==> src/rtl/watch_time_core.sv <==
// watch_time_core
//   Calendar/time-of-day counter for a watch. Advances by one second on each
//   rising edge of the 1 Hz divider level (detected in the clk domain), rolls
//   the carry chain through minute/hour/day/month/year with Gregorian leap
//   years, and accepts a clamped binary load from the set-mode block.
//
// Ports
//   clk        in   system clock
//   rst        in   synchronous active-high reset
//   clk1sec    in   1 Hz level from the divider
//   pause      in   1 = ignore seconds ticks
//   en_time    in   one-cycle load strobe
//   bin_time   in   {year[11:0], month, day, hour, minute, second} binary
//   year..second out current time, binary, registered
//   sec_pulse  out  one cycle per accepted tick
//   day_pulse  out  one cycle on midnight rollover (with sec_pulse)
module watch_time_core (
    input  logic        clk,
    input  logic        rst,
    input  logic        clk1sec,
    input  logic        pause,
    input  logic        en_time,
    input  logic [51:0] bin_time,
    output logic [11:0] year,
    output logic [7:0]  month,
    output logic [7:0]  day,
    output logic [7:0]  hour,
    output logic [7:0]  minute,
    output logic [7:0]  second,
    output logic        sec_pulse,
    output logic        day_pulse
);

    function automatic logic f_leap(input logic [11:0] y);
        return ((y % 12'd4 == 12'd0) && (y % 12'd100 != 12'd0)) || (y % 12'd400 == 12'd0);
    endfunction

    function automatic logic [7:0] f_max_date(input logic [7:0] m, input logic [11:0] y);
        logic [7:0] md;
        case (m)
            8'd4, 8'd6, 8'd9, 8'd11: md = 8'd30;
            8'd2:                    md = f_leap(y) ? 8'd29 : 8'd28;
            default:                 md = 8'd31;
        endcase
        return md;
    endfunction

    logic        r_s1, r_s2;
    logic [11:0] r_year;
    logic [7:0]  r_month, r_day, r_hour, r_minute, r_second;
    logic        r_sec_pulse, r_day_pulse;

    logic        w_tick;
    logic [11:0] w_ld_year;
    logic [7:0]  w_ld_month, w_ld_day, w_ld_hour, w_ld_minute, w_ld_second;
    logic [7:0]  w_ld_max;
    logic [11:0] w_nx_year;
    logic [7:0]  w_nx_month, w_nx_day, w_nx_hour, w_nx_minute, w_nx_second;
    logic [7:0]  w_cur_max;
    logic        w_midnight;

    assign w_tick = r_s1 & ~r_s2;

    // Load path: clamp each field; day limit uses the clamped load, not the registers.
    always_comb begin
        w_ld_year   = bin_time[51:40];
        w_ld_month  = bin_time[39:32];
        w_ld_day    = bin_time[31:24];
        w_ld_hour   = bin_time[23:16];
        w_ld_minute = bin_time[15:8];
        w_ld_second = bin_time[7:0];
        if (w_ld_year == 12'd0)   w_ld_year   = 12'd1;
        if (w_ld_month == 8'd0)   w_ld_month  = 8'd1;
        if (w_ld_month > 8'd12)   w_ld_month  = 8'd12;
        if (w_ld_hour > 8'd23)    w_ld_hour   = 8'd23;
        if (w_ld_minute > 8'd59)  w_ld_minute = 8'd59;
        if (w_ld_second > 8'd59)  w_ld_second = 8'd59;
        w_ld_max = f_max_date(w_ld_month, w_ld_year);
        if (w_ld_day == 8'd0)     w_ld_day    = 8'd1;
        if (w_ld_day > w_ld_max)  w_ld_day    = w_ld_max;
    end

    // Advance-by-one-second path with the full carry chain.
    always_comb begin
        w_nx_year   = r_year;
        w_nx_month  = r_month;
        w_nx_day    = r_day;
        w_nx_hour   = r_hour;
        w_nx_minute = r_minute;
        w_nx_second = r_second;
        w_midnight  = 1'b0;
        w_cur_max   = f_max_date(r_month, r_year);
        if (r_second >= 8'd59) begin
            w_nx_second = 8'd0;
            if (r_minute >= 8'd59) begin
                w_nx_minute = 8'd0;
                if (r_hour >= 8'd23) begin
                    w_nx_hour  = 8'd0;
                    w_midnight = 1'b1;
                    if (r_day >= w_cur_max) begin
                        w_nx_day = 8'd1;
                        if (r_month >= 8'd12) begin
                            w_nx_month = 8'd1;
                            // Year wraps past 4095 to 1; year 0 is never produced.
                            w_nx_year  = (r_year == 12'd4095) ? 12'd1 : r_year + 12'd1;
                        end else begin
                            w_nx_month = r_month + 8'd1;
                        end
                    end else begin
                        w_nx_day = r_day + 8'd1;
                    end
                end else begin
                    w_nx_hour = r_hour + 8'd1;
                end
            end else begin
                w_nx_minute = r_minute + 8'd1;
            end
        end else begin
            w_nx_second = r_second + 8'd1;
        end
    end

    always_ff @(posedge clk) begin
        if (rst) begin
            r_s1        <= 1'b0;
            r_s2        <= 1'b0;
            r_year      <= 12'd2000;
            r_month     <= 8'd1;
            r_day       <= 8'd1;
            r_hour      <= 8'd0;
            r_minute    <= 8'd0;
            r_second    <= 8'd0;
            r_sec_pulse <= 1'b0;
            r_day_pulse <= 1'b0;
        end else begin
            // Synchronisers keep sampling while paused so release makes no burst tick.
            r_s1        <= clk1sec;
            r_s2        <= r_s1;
            r_sec_pulse <= 1'b0;
            r_day_pulse <= 1'b0;
            if (en_time) begin
                r_year   <= w_ld_year;
                r_month  <= w_ld_month;
                r_day    <= w_ld_day;
                r_hour   <= w_ld_hour;
                r_minute <= w_ld_minute;
                r_second <= w_ld_second;
            end else if (w_tick && !pause) begin
                r_year      <= w_nx_year;
                r_month     <= w_nx_month;
                r_day       <= w_nx_day;
                r_hour      <= w_nx_hour;
                r_minute    <= w_nx_minute;
                r_second    <= w_nx_second;
                r_sec_pulse <= 1'b1;
                r_day_pulse <= w_midnight;
            end
        end
    end

    assign year      = r_year;
    assign month     = r_month;
    assign day       = r_day;
    assign hour      = r_hour;
    assign minute    = r_minute;
    assign second    = r_second;
    assign sec_pulse = r_sec_pulse;
    assign day_pulse = r_day_pulse;

endmodule

==> config.mk <==
export PLATFORM = sky130hd
export DESIGN_NAME = watch_time_core
export DESIGN_NICKNAME = d
export VERILOG_FILES = /design/src/rtl/watch_time_core.sv
export SDC_FILE = /design/constraint.sdc
export NUM_CORES = 1
export LEC_CHECK = 0
export CORE_MARGIN = 4
export CORE_UTILIZATION = 57
export CTS_CLUSTER_DIAMETER = 60
export DETAILED_ROUTE_END_ITERATION = 16
export PLACE_DENSITY = 0.88
export SLEW_MARGIN = 20
export SYNTH_ARGS = -nofsm -noshare
export SYNTH_HDL_FRONTEND = slang
export SYNTH_SLANG_ARGS = --single-unit
==> constraint.sdc <==
create_clock -name clk -period 12.1 [get_ports clk]
set_input_delay 2.42 -clock clk [delete_from_list [all_inputs] [get_ports clk]]
set_output_delay 2.42 -clock clk [all_outputs]
set_load 0.02 [all_outputs]
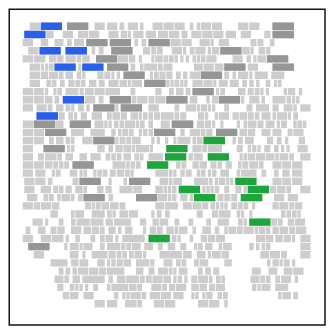
(run_1/registers.png)
Scale: 3 px per µm.
Green marks year, placed flops 12. Blue marks hour, placed flops 8, where north-west.
Another 36 sequential cells are not coloured.

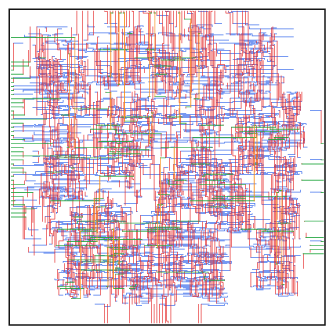
(run_1/metal_stack.png)
Scale: 3 px per µm.
Red marks met2, wire length 7,730 µm. Green marks met3, wire length 993 µm. Orange marks met4, wire length 556 µm. Blue marks met1, wire length 6,620 µm.
via count: 6,216
wire per inst: 17.0 µm

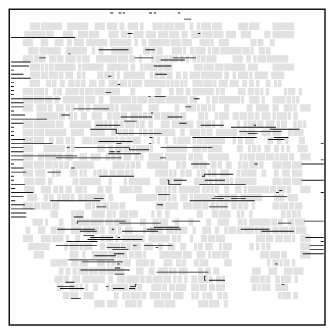
(run_1/met3.png)
Scale: 3 px per µm. Cells faint in the background.
129 nets have wire on it. The layer carries 993 µm of wire.
total routed wirelength: 15,900 µm
met3 Use GR: 4.45%

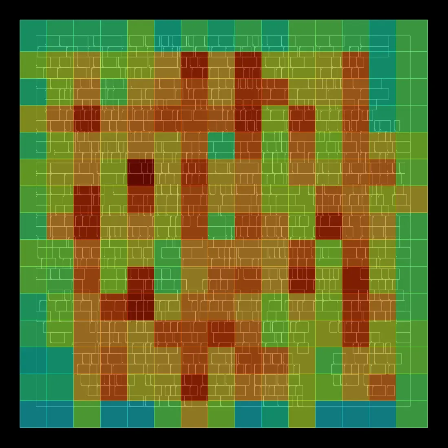
(run_1/final_congestion.png)
fin util: 70.6%
met2 usage: 48.6%
Most Used Layer, Global Route: met2
met1 GRT Util: 34.4%

==> deck_impl_summary.md, run 1 <==
Implementation Results

Layout
  – Multi-input gates: 624
  – ClkCell Share: 1.47%
  – Storage cell area: 1120 µm²
  – Share of cells above drive strength 1: 5.69%
  – Final std cells w/o fill: 937
  – Max FFs per register: 12
  – Top cell excl fill/tap: clkdlybuf4s50_1
  – Seq cells: 56
  – Nets: 898
  – Synthesis-to-finish area growth: 21.3%
  – # diodes: 0
  – Clock buffers: 5
  – Signal buf overhead: 17.1%

Worst setup path
  – Critical R2R Capture: year[2]
  – Critical path data required time: 12.37 ns
  – FF-to-FF path depth: 23
  – Reg2Reg Setup Slack: 4.82 ns
  – Crit path kind: input port to flop
  – CP max stage delay: 0.89 ns
  – Crit. Startpoint: bin_time[50]
  – R2r startpoint: year[11]
  – Startpoint types: input port
  – Crit end category: flop
  – Crit path arrival time: 8.36 ns
  – Setup crit end: day[0]
  – Worst Path Buf+Inv: 2
  – CP max stage cell: clkdlybuf4s50_1

Floorplanning
  – Die height: 105 µm
  – Floorplan utilization: 58.3%
  – Tapcells inserted: 111
  – # rows: 35
  – I/O pin total: 111
  – Area of the core: 9150 µm²

Drt
  – Drt initial violations: 417
  – Met2 WL: 7730 µm
  – Drt pass-1 iters: 7
  – Metal3 WL: 992 µm
  – Vias per cell: 6.63
  – Post-Route M1 WL: 6620 µm
  – Remaining antenna violation count: 0

Placed design
  – Post-Place Worst Slack: 3.79 ns
  – DP HPWL: 11,800 µm
  – Placed cell areas: 6370 µm²
  – GPL Wtd Cong: 0.900

Timing
  – Final worst setup slack: 4.01 ns
  – Setup TNS: 0 ns
  – Final Cycle Share: 66.9%
  – Slew Limit Fails: 0
  – Unrepaired setup endpoints after global routing: no
  – Slew @ Worst Pin: 1.03 ns
  – Worst hold slack: 0.494 ns

Clock network
  – Clock root cell: clkbuf_8
  – Clock buffer count from CTS: 5
  – Resized cells post-CTS: 0
  – Setup Buffers After CTS: 0
  – Cts hold-fix bufs: 0

Synth
  – Syn nets: 827
  – Cell Type Count: 87
  – Mapped cell area: 5330 µm²
  – Async SR Flop Fraction: 0%
  – Synth Instances: 754
  – Yosys top cell by area: dfxtp_1
  – Synth top area share: 21.0%
  – Mux share: 0.986%
  – Yosys Chip Area: 5330 µm²
  – EDFF count, synth: 0
  – Post-synth top cells: nor2_1, nand2_1, o21ai_0
  – Compound Share, Synth: 37.3%
  – Most used flip-flop cell: dfxtp_1
  – XOR/XNOR Fraction of Synth Area: 2.77%
  – Yosys stat cell total: 754
  – Mean post-synth cell area: 7.07 µm²
  – Yosys warns: 0
  – Main area contributors: dfxtp_1, nor2_1, o21ai_0

Power and ir drop
  – Total chip power: 0.510 mW
  – Logic pwr share: 39.3%
  – Net Sw Frac: 37.6%
  – Cell Pwr Density: 78.9 nW/µm²
  – Max power group: combinational cells
  – Clk pwr: 0.111 mW
  – Sequential power share: 38.9%
  – Leakage power: 2.43 nW

Global routing
  – Tot GR Track Use: 27.8%
  – Vias in the first global route: 5,722

Status
  – Status: finished, final reports clean

Worst hold path
  – Worst min path class: flop to flop
  – Worst Hold Path EP: r_s2
  – Hold Path Origin: r_s1
==> run_1/clock_map.png <==
Scale: 4 px per µm.
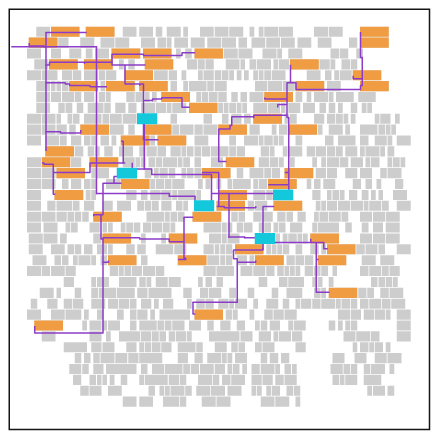

==> run 2, diff against run 1 <==
--- a/config.mk
+++ b/config.mk
@@ -6,10 +6,10 @@
 export NUM_CORES = 1
 export LEC_CHECK = 0
 export CORE_MARGIN = 4
-export CORE_UTILIZATION = 57
+export CORE_UTILIZATION = 53
 export CTS_CLUSTER_DIAMETER = 60
 export DETAILED_ROUTE_END_ITERATION = 16
-export PLACE_DENSITY = 0.88
+export PLACE_DENSITY = 0.82
 export SLEW_MARGIN = 20
 export SYNTH_ARGS = -nofsm -noshare
 export SYNTH_HDL_FRONTEND = slang
==> constraint.sdc (replaced) <==
create_clock -name clk -period 8 [get_ports clk]
set_input_delay 1.6 -clock clk [delete_from_list [all_inputs] [get_ports clk]]
set_output_delay 1.6 -clock clk [all_outputs]
set_load 0.02 [all_outputs]
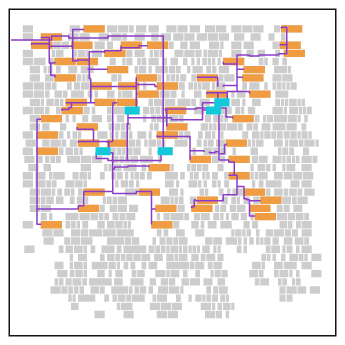
(run_2/clock_map.png)
Scale: 3 px per µm.
Orange marks flip-flops, count 56. Cyan marks cells driving clock nets, count 5. Purple marks clock wires, length 726 µm.
There are 6 routed clock nets.
Clk pwr share: 21.9%
clk pwr: 0.169 mW
clk_lat worst skew: 0.32 ns
Final Skew: 0.00924 ns

==> run 2 against run 1 <==
Against the previous run: area after synthesis unchanged; synthesized cell count unchanged; routed wire length decreased by 0.20%; setup slack got worse by 3.3 ns; sequential share of layout area decreased by 0.077 points; count of clock-buffer cells in the layout unchanged; non-clock buffer count unchanged; register-to-register slack got worse by 3.9 ns; clock skew decreased by 0.00092 ns; core utilization decreased by 4.2 points; design area increased by 0.45%; largest cell class unchanged; largest power group unchanged.
==> deck_impl_summary.md, run 2 <==
Implementation Results

Status
  – Status: finished, final reports clean

Synth
  – Syn nets: 827 (unchanged)
  – Yosys top cell by area: dfxtp_1
  – Main area contributors: dfxtp_1, nor2_1, o21ai_0
  – Yosys stat cell total: 754 (unchanged)
  – Post-synth top cells: nor2_1, nand2_1, o21ai_0
  – Cell Type Count: 87 (unchanged)
  – Async SR Flop Fraction: 0% (unchanged)
  – Mean post-synth cell area: 7.07 µm² (unchanged)
  – XOR/XNOR Fraction of Synth Area: 2.77% (unchanged)
  – Most used flip-flop cell: dfxtp_1
  – Synth top area share: 21.0% (unchanged)
  – Mux share: 0.986% (unchanged)
  – EDFF count, synth: 0 (unchanged)
  – Synth logic family: AND-OR/OR-AND gates
  – Yosys warns: 0 (unchanged)
  – Mapped cell area: 5330 µm² (unchanged)
  – Synth Area in Adders: 3.94%
  – Synth Instances: 754 (unchanged)
  – Compound Share, Synth: 37.3% (unchanged)
  – Yosys Chip Area: 5330 µm² (unchanged)

Power and ir drop
  – Leakage power: 2.42 nW (-0.16%)
  – Logic pwr share: 39.2% (about the same)
  – Cell Pwr Density: 119 nW/µm² (+51%)
  – Total chip power: 0.771 mW (+51%)
  – Max power group: combinational cells
  – Net Sw Frac: 37.6% (about the same)
  – P_int: 0.481 mW
  – Flop+latch power: 0.300 mW
  – Sequential power share: 38.9% (about the same)

Global routing
  – Met1 GRT Util: 34.1% (-0.33 points)
  – Most Used Layer, Global Route: met2
  – Met3 Use GR: 5.13% (+0.69 points)
  – Initial antenna violation count: 0
  – Met2 usage: 45.0% (-3.6 points)
  – Vias in the first global route: 5,646 (-1.3%)

Timing
  – Slew Limit Fails: 0 (unchanged)
  – Final Hold Fails: 0
  – Setup TNS: 0 ns (unchanged)
  – Worst hold slack: 0.481 ns (-0.0126 ns)
  – Final worst setup slack: 0.678 ns (-3.33 ns)
  – Slew @ Worst Pin: 0.990 ns (-0.0446 ns)
  – Unrepaired setup endpoints after global routing: no
  – Final Cycle Share: 91.5%
  – Count of final setup violators: 0
  – Fmax: 137 MHz

Clock network
  – Setup Buffers After CTS: 0 (unchanged)
  – Clock root cell: clkbuf_8
  – Clock buffer count from CTS: 5 (unchanged)
  – Cts hold-fix bufs: 0 (unchanged)
  – Resized cells post-CTS: 0 (unchanged)

Worst setup path
  – Startpoint types: input port
  – Setup crit end: day[1]
  – Crit path arrival time: 7.50 ns (-0.86 ns)
  – Crit path kind: input port to flop
  – R2r startpoint: year[11]
  – Crit end category: flop
  – CP max stage cell: clkdlybuf4s50_1
  – Crit. Startpoint: bin_time[49]
  – Critical path data required time: 8.18 ns (-4.19 ns)
  – FF-to-FF path depth: 23 (unchanged)
  – CP max stage delay: 0.89 ns (about the same)
  – Worst Path Buf+Inv: 1 (-1)
  – Reg2Reg Setup Slack: 0.95 ns (-3.87 ns)

Layout
  – Nets: 898 (unchanged)
  – Signal buf overhead: 17.0% (-0.076 points)
  – # diodes: 0 (unchanged)
  – ClkCell Share: 1.45% (-0.026 points)
  – Final std cells w/o fill: 959 (+2.3%)
  – Seq/total area: 17.3%
  – Seq cells: 56 (unchanged)
  – Share of cells above drive strength 1: 5.81% (+0.12 points)
  – Max FFs per register: 12 (unchanged)
  – Storage cell area: 1120 µm² (unchanged)
  – Synthesis-to-finish area growth: 21.8%
  – Fin util: 66.4% (-4.2 points)
  – Clock buffers: 5 (unchanged)
  – Top cell excl fill/tap: clkdlybuf4s50_1
  – Multi-input gates: 624 (unchanged)

Drt
  – Drt initial violations: 438 (+5.0%)
  – Post-Route M1 WL: 6650 µm (+0.33%)
  – Metal3 WL: 1130 µm (+14%)
  – Met2 WL: 7720 µm (-0.22%)
  – Remaining antenna violation count: 0 (unchanged)
  – Drt pass-1 iters: 6 (-1)
  – Top Metal Used: met4
  – Vias per cell: 6.37 (-3.9%)
  – Wire per inst: 16.6 µm (-2.5%)

Floorplanning
  – Die Area: 11,700 µm²
  – Floorplan utilization: 54.5% (-3.7 points)
  – Area of the core: 9770 µm² (+6.8%)
  – Die height: 108 µm (+3.4%)
  – # rows: 36 (+2.9%)
  – Tapcells inserted: 133 (+20%)
  – I/O pin total: 111 (unchanged)

Placed design
  – DP HPWL: 11,800 µm (-0.10%)
  – GPL Wtd Cong: 0.916 (+1.7%)
  – Post-Place Worst Slack: 0.471 ns (-3.32 ns)
  – Placed cell areas: 6400 µm² (+0.43%)

Worst hold path
  – Worst min path class: flop to flop
  – Worst Hold Path EP: r_s2
  – Hold Path Origin: r_s1
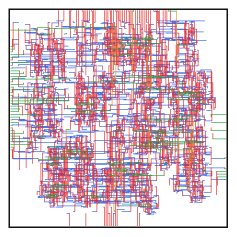
(run_2/metal_stack.png)
Scale: 2 px per µm.
Orange marks met4, wire length 377 µm. Red marks met2, wire length 7,720 µm. Blue marks met1, wire length 6,650 µm. Green marks met3, wire length 1,130 µm.
via count: 6,112
Tot GR Track Use: 26.7%
total routed wirelength: 15,900 µm

==> run_2/final_congestion.png <==
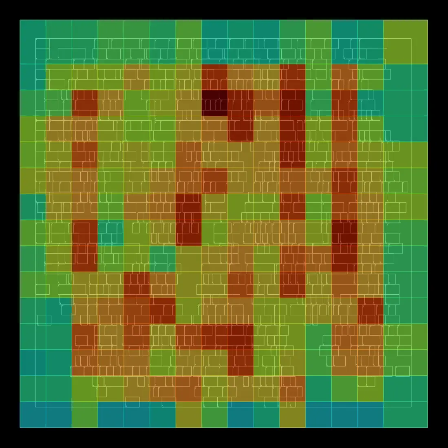

==> run 3, diff against run 2 <==
--- a/config.mk
+++ b/config.mk
@@ -10,6 +10,7 @@
 export CTS_CLUSTER_DIAMETER = 60
 export DETAILED_ROUTE_END_ITERATION = 16
 export PLACE_DENSITY = 0.82
+export RECOVER_POWER = 25
 export SLEW_MARGIN = 20
 export SYNTH_ARGS = -nofsm -noshare
 export SYNTH_HDL_FRONTEND = slang
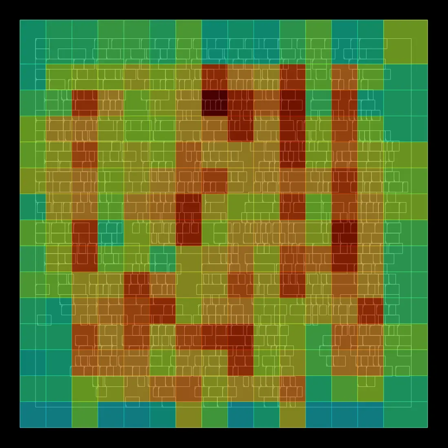
(run_3/final_congestion.png)
fin util: 66.4%
wire per inst: 16.5 µm
met2 usage: 45.0%
met1 GRT Util: 34.1%

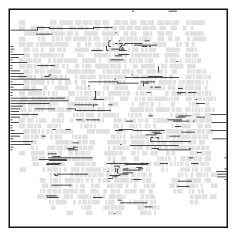
(run_3/met3.png)
Scale: 2 px per µm. Cells faint in the background.
The layer carries 1,010 µm of wire. 141 nets have wire on it. The wires run mostly horizontal. The longest straight run is 29.2 µm.
met3 Use GR: 5.13%
total routed wirelength: 15,900 µm
via count: 6,143

==> run 3 against run 2 <==
Against the previous run: core utilization did not move; sequential cell count did not move; design area did not move; sequential power barely moved; register-to-register slack barely moved; area after synthesis did not move; critical path type unchanged; largest cell class unchanged; highest routed layer unchanged.
==> deck_impl_summary.md, run 3 <==
Implementation Results

Status
  – Status: finished, final reports clean

Layout
  – Clock buffers: 5 (unchanged)
  – Largest class: combinational gates
  – Share of cells above drive strength 1: 5.81% (unchanged)
  – Top cell excl fill/tap: clkdlybuf4s50_1
  – Fillcell total: 869
  – Multi-input gates: 624 (unchanged)
  – Max FFs per register: 12 (unchanged)
  – Nets: 898 (unchanged)
  – # diodes: 0 (unchanged)
  – Layout inverter count without the clock tree: 26
  – Synthesis-to-finish area growth: 21.8% (unchanged)
  – Final std cells w/o fill: 959 (unchanged)
  – Seq cells: 56 (unchanged)
  – Signal buf overhead: 17.0% (unchanged)
  – Gate Area: 3910 µm²
  – ClkCell Share: 1.45% (unchanged)
  – Storage cell area: 1120 µm² (unchanged)
  – Seq/total area: 17.3% (unchanged)

Timing
  – Worst hold slack: 0.482 ns (+0.00153 ns)
  – Slew Limit Fails: 0 (unchanged)
  – Count of final setup violators: 0 (unchanged)
  – Unrepaired setup endpoints after global routing: no
  – Final Skew: 0.0113 ns (+0.00207 ns)
  – Slew @ Worst Pin: 0.996 ns (+0.00558 ns)
  – Fmax: 137 MHz (about the same)
  – Final worst setup slack: 0.682 ns (+0.00448 ns)
  – Setup TNS: 0 ns (unchanged)
  – Final Hold Fails: 0 (unchanged)
  – Final Cycle Share: 91.5% (about the same)

Synth
  – Mapped cell area: 5330 µm² (unchanged)
  – Cell Type Count: 87 (unchanged)
  – Synth flops: 56
  – Synth top area share: 21.0% (unchanged)
  – XOR/XNOR Fraction of Synth Area: 2.77% (unchanged)
  – EDFF count, synth: 0 (unchanged)
  – Mean post-synth cell area: 7.07 µm² (unchanged)
  – Synth Instances: 754 (unchanged)
  – Yosys stat cell total: 754 (unchanged)
  – Mux share: 0.986% (unchanged)
  – Most used flip-flop cell: dfxtp_1
  – Yosys warns: 0 (unchanged)
  – Compound Share, Synth: 37.3% (unchanged)
  – Main area contributors: dfxtp_1, nor2_1, o21ai_0
  – Yosys top cell by area: dfxtp_1
  – Synth logic family: AND-OR/OR-AND gates
  – Syn nets: 827 (unchanged)
  – Yosys Chip Area: 5330 µm² (unchanged)
  – Post-synth top cells: nor2_1, nand2_1, o21ai_0
  – Async SR Flop Fraction: 0% (unchanged)
  – Synth Area in Adders: 3.94% (unchanged)

Worst setup path
  – Reg2Reg Setup Slack: 0.96 ns (about the same)
  – Crit path kind: input port to flop
  – Setup crit end: day[1]
  – Crit end category: flop
  – CP cell instances: clkdlybuf4s50_1 -> a21oi_1 -> a211o_1 -> a22o_1 -> a31o_1 -> a22oi_4 -> nor2_1 -> a2111oi_2 -> nand2_1 -> nor2_1 -> o31ai_1 -> ha_1 -> a21boi_0 -> o21ai_0 -> o32ai_2 -> nand4_1 -> o31a_1 -> ha_1 -> nand2_1 -> nand4_1 -> o21bai_1 -> a21oi_1 -> a221oi_1 -> nor3_1
  – Crit. Startpoint: bin_time[49]
  – Critical path data required time: 8.18 ns (about the same)
  – Startpoint types: input port
  – Crit. path cell count: 24
  – CP max stage delay: 0.89 ns (about the same)
  – FF-to-FF path depth: 23 (unchanged)
  – Crit path arrival time: 7.50 ns (about the same)
  – Worst Path Buf+Inv: 1 (unchanged)
  – R2r startpoint: year[11]
  – CP max stage cell: clkdlybuf4s50_1

Run
  – Tool warnings: 31

Floorplanning
  – Die height: 108 µm (unchanged)
  – # rows: 36 (unchanged)
  – Tapcells inserted: 133 (unchanged)
  – Die Area: 11,700 µm² (unchanged)
  – Area of the core: 9770 µm² (unchanged)
  – Floorplan utilization: 54.5% (unchanged)
  – Die X: 108 µm
  – I/O pin total: 111 (unchanged)

Clock network
  – Setup Buffers After CTS: 0 (unchanged)
  – Clk_lat worst skew: 0.32 ns (about the same)
  – Cts hold-fix bufs: 0 (unchanged)
  – Clock buffer count from CTS: 5 (unchanged)
  – Clock root cell: clkbuf_8
  – Resized cells post-CTS: 0 (unchanged)
  – CTS tree: yes

Power and ir drop
  – P_int: 0.481 mW (about the same)
  – Sequential power share: 38.9% (about the same)
  – Cell Pwr Density: 119 nW/µm² (about the same)
  – Sw power: 0.290 mW
  – Leakage power: 2.48 nW (+2.3%)
  – P_comb: 0.302 mW
  – Logic pwr share: 39.2% (about the same)
  – Flop+latch power: 0.300 mW (about the same)
  – Clk pwr: 0.169 mW (about the same)
  – Max power group: combinational cells
  – Clk pwr share: 21.9% (about the same)
  – Total chip power: 0.770 mW (about the same)
  – Net Sw Frac: 37.6% (about the same)

Global routing
  – Largest net degree at the start of global routing: 62
  – Initial antenna violation count: 0 (unchanged)
  – Vias in the first global route: 5,646 (unchanged)
  – Most Used Layer, Global Route: met2
  – Tot GR Track Use: 26.7% (unchanged)

Placed design
  – Post-Place Worst Slack: 0.471 ns (unchanged)
  – Placed cell areas: 6400 µm² (unchanged)
  – DP HPWL: 11,800 µm (unchanged)
  – GPL Wtd Cong: 0.916 (unchanged)

Drt
  – Post-Route M1 WL: 6750 µm (+1.5%)
  – Vias per cell: 6.41 (+0.51%)
  – Metal3 WL: 1010 µm (-11%)
  – Top Metal Used: met4
  – Drt pass-1 iters: 5 (-1)
  – Drt initial violations: 432 (-1.4%)
  – Met2 WL: 7740 µm (+0.26%)
  – Remaining antenna violation count: 0 (unchanged)

Worst hold path
  – Worst min path class: flop to flop
  – Hold Path Origin: r_s1
  – Worst Hold Path EP: r_s2
Power is estimated from default activity; no workload was simulated.
